==> images/final_clocks.png <==
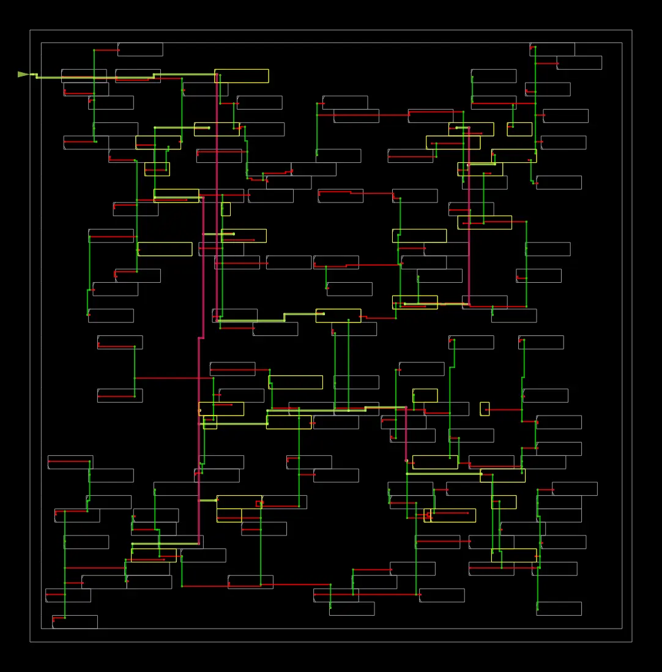
==> images/drive_strength.png <==
Drawn at 4 px/um.
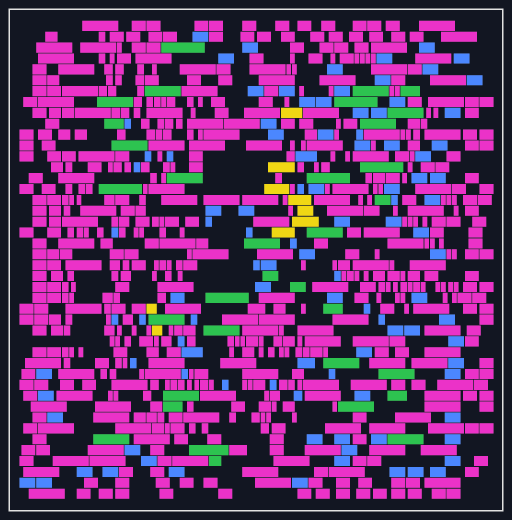
### config.mk
export PLATFORM = sky130hd
export DESIGN_NAME = load_store_unit_flat
export DESIGN_NICKNAME = d
export VERILOG_FILES = /design/src/rtl/load_store_unit_if.sv /design/src/rtl/load_store_unit.sv /design/src/flat_wrapper.sv
export SDC_FILE = /design/constraint.sdc
export NUM_CORES = 1
export LEC_CHECK = 0
export CAP_MARGIN = 20
export CORE_AREA = 2 2 121 123
export DETAILED_ROUTE_END_ITERATION = 7
export DIE_AREA = 0 0 123 125
export GPL_ROUTABILITY_DRIVEN = 0
export GPL_TIMING_DRIVEN = 0
export HOLD_SLACK_MARGIN = 0.08
export PLACE_DENSITY_LB_ADDON = 0.08
export SLEW_MARGIN = 10
export SYNTH_ARGS = -nofsm -noshare
export SYNTH_HDL_FRONTEND = slang
export SYNTH_SLANG_ARGS = --single-unit
export TNS_END_PERCENT = 30
### constraint.sdc
create_clock -name clk -period 3.9 [get_ports clk]
set_clock_uncertainty 0.05 [all_clocks]
set_input_delay 0.585 -clock clk [delete_from_list [all_inputs] [get_ports clk]]
set_output_delay 0.585 -clock clk [all_outputs]
set_load 0.05 [all_outputs]
### src/rtl/load_store_unit_if.sv
// Core-side and memory-side signals of the load/store unit.
// The slave modport is the LSU's view; the master modport drives the core and memory inputs.
interface load_store_unit_if;
  logic        memread;
  logic        memwrite;
  logic [1:0]  size;
  logic        signext;
  logic [31:0] addr;
  logic [31:0] writedata;
  logic [31:0] readdata;
  logic        stall;
  logic        misaligned;
  logic        buserror;
  logic        mem_req;
  logic        mem_we;
  logic [29:0] mem_addr;
  logic [3:0]  mem_be;
  logic [31:0] mem_wdata;
  logic [31:0] mem_rdata;
  logic        mem_ack;

  modport slave (
    input  memread, memwrite, size, signext, addr, writedata, mem_rdata, mem_ack,
    output readdata, stall, misaligned, buserror, mem_req, mem_we, mem_addr, mem_be, mem_wdata
  );

  modport master (
    output memread, memwrite, size, signext, addr, writedata, mem_rdata, mem_ack,
    input  readdata, stall, misaligned, buserror, mem_req, mem_we, mem_addr, mem_be, mem_wdata
  );
endinterface

### src/rtl/load_store_unit.sv
// Load/store unit: aligns core accesses onto a word bus with byte enables,
// extracts and extends load data, and flags alignment and timeout faults.
module load_store_unit #(
  parameter int unsigned TIMEOUT_CYCLES = 64
) (
  input  logic              clk,
  input  logic              reset,
  load_store_unit_if.slave  bus
);

  typedef enum logic [1:0] {S_IDLE, S_REQ, S_DONE, S_ERR} state_t;

  localparam logic [7:0] CNT_LAST = 8'(TIMEOUT_CYCLES - 1);

  state_t      r_state;
  state_t      w_next;
  logic [7:0]  r_cnt;
  logic        r_we;
  logic [29:0] r_addr;
  logic [3:0]  r_be;
  logic [31:0] r_wdata;
  logic [31:0] r_rdata;
  logic [1:0]  r_size;
  logic [1:0]  r_off;
  logic        r_signext;

  logic        w_access;
  logic        w_aligned;
  logic [3:0]  w_be;
  logic [31:0] w_wdata;
  logic [31:0] w_shifted;
  logic [15:0] w_half;
  logic [31:0] w_load;

  assign w_access = bus.memread | bus.memwrite;

  // Store lane encoding and alignment decode for the request presented this cycle.
  always_comb begin
    // NOTE: every combinational output gets a default first so no path can infer a latch.
    w_aligned = 1'b0;
    w_be      = 4'b0000;
    w_wdata   = '0;
    case (bus.size)
      2'b00: begin
        w_aligned = 1'b1;
        w_be      = 4'b0001 << bus.addr[1:0];
        w_wdata   = {4{bus.writedata[7:0]}};
      end
      2'b01: begin
        w_aligned = ~bus.addr[0];
        w_be      = bus.addr[1] ? 4'b1100 : 4'b0011;
        w_wdata   = {2{bus.writedata[15:0]}};
      end
      2'b10: begin
        w_aligned = (bus.addr[1:0] == 2'b00);
        w_be      = 4'b1111;
        w_wdata   = bus.writedata;
      end
      default: ;
    endcase
    if (!bus.memwrite) w_wdata = '0;
  end

  always_comb begin
    w_next = r_state;
    case (r_state)
      S_IDLE: if (w_access && w_aligned) w_next = S_REQ;
      S_REQ: begin
        if (bus.mem_ack)             w_next = S_DONE;
        else if (r_cnt == CNT_LAST)  w_next = S_ERR;
      end
      default: w_next = S_IDLE;
    endcase
  end

  always_ff @(posedge clk or posedge reset) begin
    // NOTE: sequential state uses non-blocking assignments so all registers update together.
    if (reset) begin
      r_state   <= S_IDLE;
      r_cnt     <= '0;
      r_we      <= 1'b0;
      r_addr    <= '0;
      r_be      <= '0;
      r_wdata   <= '0;
      r_rdata   <= '0;
      r_size    <= '0;
      r_off     <= '0;
      r_signext <= 1'b0;
    end else begin
      r_state <= w_next;
      if (r_state == S_IDLE && w_next == S_REQ) begin
        r_we      <= bus.memwrite;
        r_addr    <= bus.addr[31:2];
        r_be      <= w_be;
        r_wdata   <= w_wdata;
        r_cnt     <= '0;
        r_size    <= bus.size;
        r_off     <= bus.addr[1:0];
        r_signext <= bus.signext;
      end else if (r_state == S_REQ) begin
        if (bus.mem_ack) r_rdata <= bus.mem_rdata;
        else             r_cnt   <= r_cnt + 8'd1;
      end
    end
  end

  // Load extraction from the captured word; only the DONE state exposes it.
  always_comb begin
    w_shifted = r_rdata >> {r_off, 3'b000};
    w_half    = r_off[1] ? r_rdata[31:16] : r_rdata[15:0];
    case (r_size)
      2'b00:   w_load = {{24{r_signext & w_shifted[7]}}, w_shifted[7:0]};
      2'b01:   w_load = {{16{r_signext & w_half[15]}}, w_half};
      default: w_load = r_rdata;
    endcase
  end

  // Reset masks the combinational IDLE outputs so nothing asserts until release.
  assign bus.stall      = ~reset & (((r_state == S_IDLE) & w_access & w_aligned) | (r_state == S_REQ));
  assign bus.misaligned = ~reset & (r_state == S_IDLE) & w_access & ~w_aligned;
  assign bus.buserror   = (r_state == S_ERR);
  assign bus.mem_req    = (r_state == S_REQ);
  assign bus.mem_we     = r_we;
  assign bus.mem_addr   = r_addr;
  assign bus.mem_be     = r_be;
  assign bus.mem_wdata  = r_wdata;
  assign bus.readdata   = (r_state == S_DONE && !r_we) ? w_load : 32'h0;

endmodule
### src/flat_wrapper.sv
// flat-port wrapper written by rule: the top's interface ports become plain ports
module load_store_unit_flat 
#(
  parameter int unsigned TIMEOUT_CYCLES = 64
)
  (clk, reset, bus_memread, bus_memwrite, bus_size, bus_signext, bus_addr, bus_writedata, bus_mem_rdata, bus_mem_ack, bus_readdata, bus_stall, bus_misaligned, bus_buserror, bus_mem_req, bus_mem_we, bus_mem_addr, bus_mem_be, bus_mem_wdata);
  load_store_unit_if bus_i ();
  input  logic clk;
  input  logic reset;
  input wire logic [$bits(bus_i.memread)-1:0] bus_memread;
  input wire logic [$bits(bus_i.memwrite)-1:0] bus_memwrite;
  input wire logic [$bits(bus_i.size)-1:0] bus_size;
  input wire logic [$bits(bus_i.signext)-1:0] bus_signext;
  input wire logic [$bits(bus_i.addr)-1:0] bus_addr;
  input wire logic [$bits(bus_i.writedata)-1:0] bus_writedata;
  input wire logic [$bits(bus_i.mem_rdata)-1:0] bus_mem_rdata;
  input wire logic [$bits(bus_i.mem_ack)-1:0] bus_mem_ack;
  output wire logic [$bits(bus_i.readdata)-1:0] bus_readdata;
  output wire logic [$bits(bus_i.stall)-1:0] bus_stall;
  output wire logic [$bits(bus_i.misaligned)-1:0] bus_misaligned;
  output wire logic [$bits(bus_i.buserror)-1:0] bus_buserror;
  output wire logic [$bits(bus_i.mem_req)-1:0] bus_mem_req;
  output wire logic [$bits(bus_i.mem_we)-1:0] bus_mem_we;
  output wire logic [$bits(bus_i.mem_addr)-1:0] bus_mem_addr;
  output wire logic [$bits(bus_i.mem_be)-1:0] bus_mem_be;
  output wire logic [$bits(bus_i.mem_wdata)-1:0] bus_mem_wdata;
  assign bus_i.memread = bus_memread;
  assign bus_i.memwrite = bus_memwrite;
  assign bus_i.size = bus_size;
  assign bus_i.signext = bus_signext;
  assign bus_i.addr = bus_addr;
  assign bus_i.writedata = bus_writedata;
  assign bus_i.mem_rdata = bus_mem_rdata;
  assign bus_i.mem_ack = bus_mem_ack;
  assign bus_readdata = bus_i.readdata;
  assign bus_stall = bus_i.stall;
  assign bus_misaligned = bus_i.misaligned;
  assign bus_buserror = bus_i.buserror;
  assign bus_mem_req = bus_i.mem_req;
  assign bus_mem_we = bus_i.mem_we;
  assign bus_mem_addr = bus_i.mem_addr;
  assign bus_mem_be = bus_i.mem_be;
  assign bus_mem_wdata = bus_i.mem_wdata;
  load_store_unit #(.TIMEOUT_CYCLES(TIMEOUT_CYCLES)) u_core (.clk(clk), .reset(reset), .bus(bus_i));
endmodule
==> results.py <==
# Metrics from the implementation run
metrics = {
    "yosys": {
        "fp_nets": 634,
        "yosys-mux-area-fraction_pct": 16.6,
        "yosys.area_share.aoi_pct": 13.1,
        "yosysMostFrequentCell": "dfrtp_1",
        "numSynthFlops": 114,
        "xor_share_pct": 1.24,
        "synth_async_sr_flop_share_pct": 100,
        "yosys_area_um2": 5650,
        "logic_family": "multiplexers",
        "syn_area_per_cell_um2": 10.7,
    },
    "grt": {
        "grt_pass1_wl_um": 26700,
        "grt_pass1_vias": 5188,
        "grt.overflow.total": 0,
    },
    "floorplanning": {
        "fp.coreArea_um2": 14200,
        "fp_util_pct": 39.8,
    },
    "critical_path": {
        "path_cells": "buf_2, nor3b_4, a22o_4, a21oi_4, a221oi_1, clkdlybuf4s50_1",
        "crit_cells": 6,
        "r2r_slack_ns": 2.00,
        "reg2reg_from": "u_core.r_state[1]$_DFF_PP0_",
        "cp.required_ns": 3.26,
    },
    "worst_hold_path": {
        "hold_depth": 2,
        "min_to": "u_core.bus.mem_wdata[13]$_DFFE_PP0N_",
    },
    "clocking": {
        "cts_made_buffers": 17,
        "htreeDepth": 4,
        "clk_pin_slew_ns": 0.05,
        "cts_tree": "yes",
    },
    "power_and_ir_drop": {
        "ir_drop_uv": 466,
        "power_density_nw_per_um2": 758,
        "power_leakage_nw": 3.71,
    },
    "detailed_routing": {
        "drc_errors": 0,
        "postRouteAntennaNets": 0,
        "drt-total-wl_um": 16700,
    },
    "final_timing": {
        "worst_pin_slew_ns": 0.653,
        "fmax_mhz": 278,
        "finalMaxSlewViolations": 0,
    },
    "final_layout": {
        "lay_top_count": "clkdlybuf4s50_1",
        "drive_gt1_share_pct": 18.6,
        "nFillCells": 1180,
    },
    "place": {
        "dpl.hpwl_um": 12100,
        "port_buffers": 206,
    },
    "status": {
        "status": "complete, no violations",
    },
    "run": {
        "maxCapViolations": 0,
    },
}
Notes on final_clocks.png above:
CTS Sinks: 114
clk pwr: 1.82 mW
Worst-Skew Late Latency: 0.41 ns

Notes on drive_strength.png above:
legend:
  drive 6 and up:
    colour: green
    cells: 33
    share: 4.3%
    most_used: clkbuf_16
  drive 3 to 4:
    colour: yellow
    cells: 9
    share: 1.2%
    most_used: nor3b_4
  drive 2:
    colour: blue
    cells: 101
    share: 13%
    most_used: mux2_2
  drive 1 or less:
    colour: magenta
    cells: 625
    share: 81%
    most_used: clkdlybuf4s50_1

[metal layers]
metal  track usage [%]  vias up  share of wire [%]
li1                  -     2309                  -
met5                 0        -                  0
met1              27.4     2419                 41
met2              37.2      206                 49
met3              6.75       17                8.2
met4              7.89        0                1.3
[kinds of logic (layout without fill, tap and decap cells)]
kind of cell    Yosys count  after routing
compound gates          107            107
simple gates            165            165
buf+inv                  50            289
mux                      84             84
flops                   114            114
xor+xnor                  8              8
fa+ha+maj                 1              1
[flip-flops by register name, summed over array words and instances (netlist names)]
register / flops
u_core.bus.mem_addr: 30
u_core.bus.mem_be: 4
u_core.bus.mem_wdata: 32
u_core.bus.mem_we: 1
u_core.r_cnt: 8
u_core.r_off: 2
u_core.r_rdata: 32
u_core.r_signext: 1
u_core.r_size: 2
u_core.r_state: 2
[cell type report]
type,instances,area [um^2],area share (%)
clock buffer,23,498,5.74
clock inverter,9,198,2.28
multi-input combinational,365,2560,29.5
tap,184,230,2.65
sequential,114,2850,32.9
inverter,14,57.6,0.663
timing repair buffer,207,2090,24.1
buffer,36,189,2.18
[worst max path at each step]
stage / start / end / slack, ns
floorplan: reset / u_core.bus.mem_addr[0]$_DFFE_PP0N_ / 0.25
global placement: reset / u_core.r_rdata[0]$_DFFE_PP0P_ / -1.56
detailed placement: bus_addr[0] / bus_stall / 0.03
CTS: bus_addr[0] / bus_stall / 0.02
global route: u_core.r_size[1]$_DFFE_PP0N_ / bus_readdata[11] / 0.20
finish: u_core.r_size[1]$_DFFE_PP0N_ / bus_readdata[12] / 0.30
[power breakdown]
| group | leakage (nW) | switching, mW | internal [mW] |
|---|---|---|---|
| registers | 1.40 | 0.288 | 1.62 |
| logic | 1.97 | 1.73 | 1.11 |
| clock network | 0.339 | 0.541 | 1.28 |
Power and IR drop assume default switching activity.
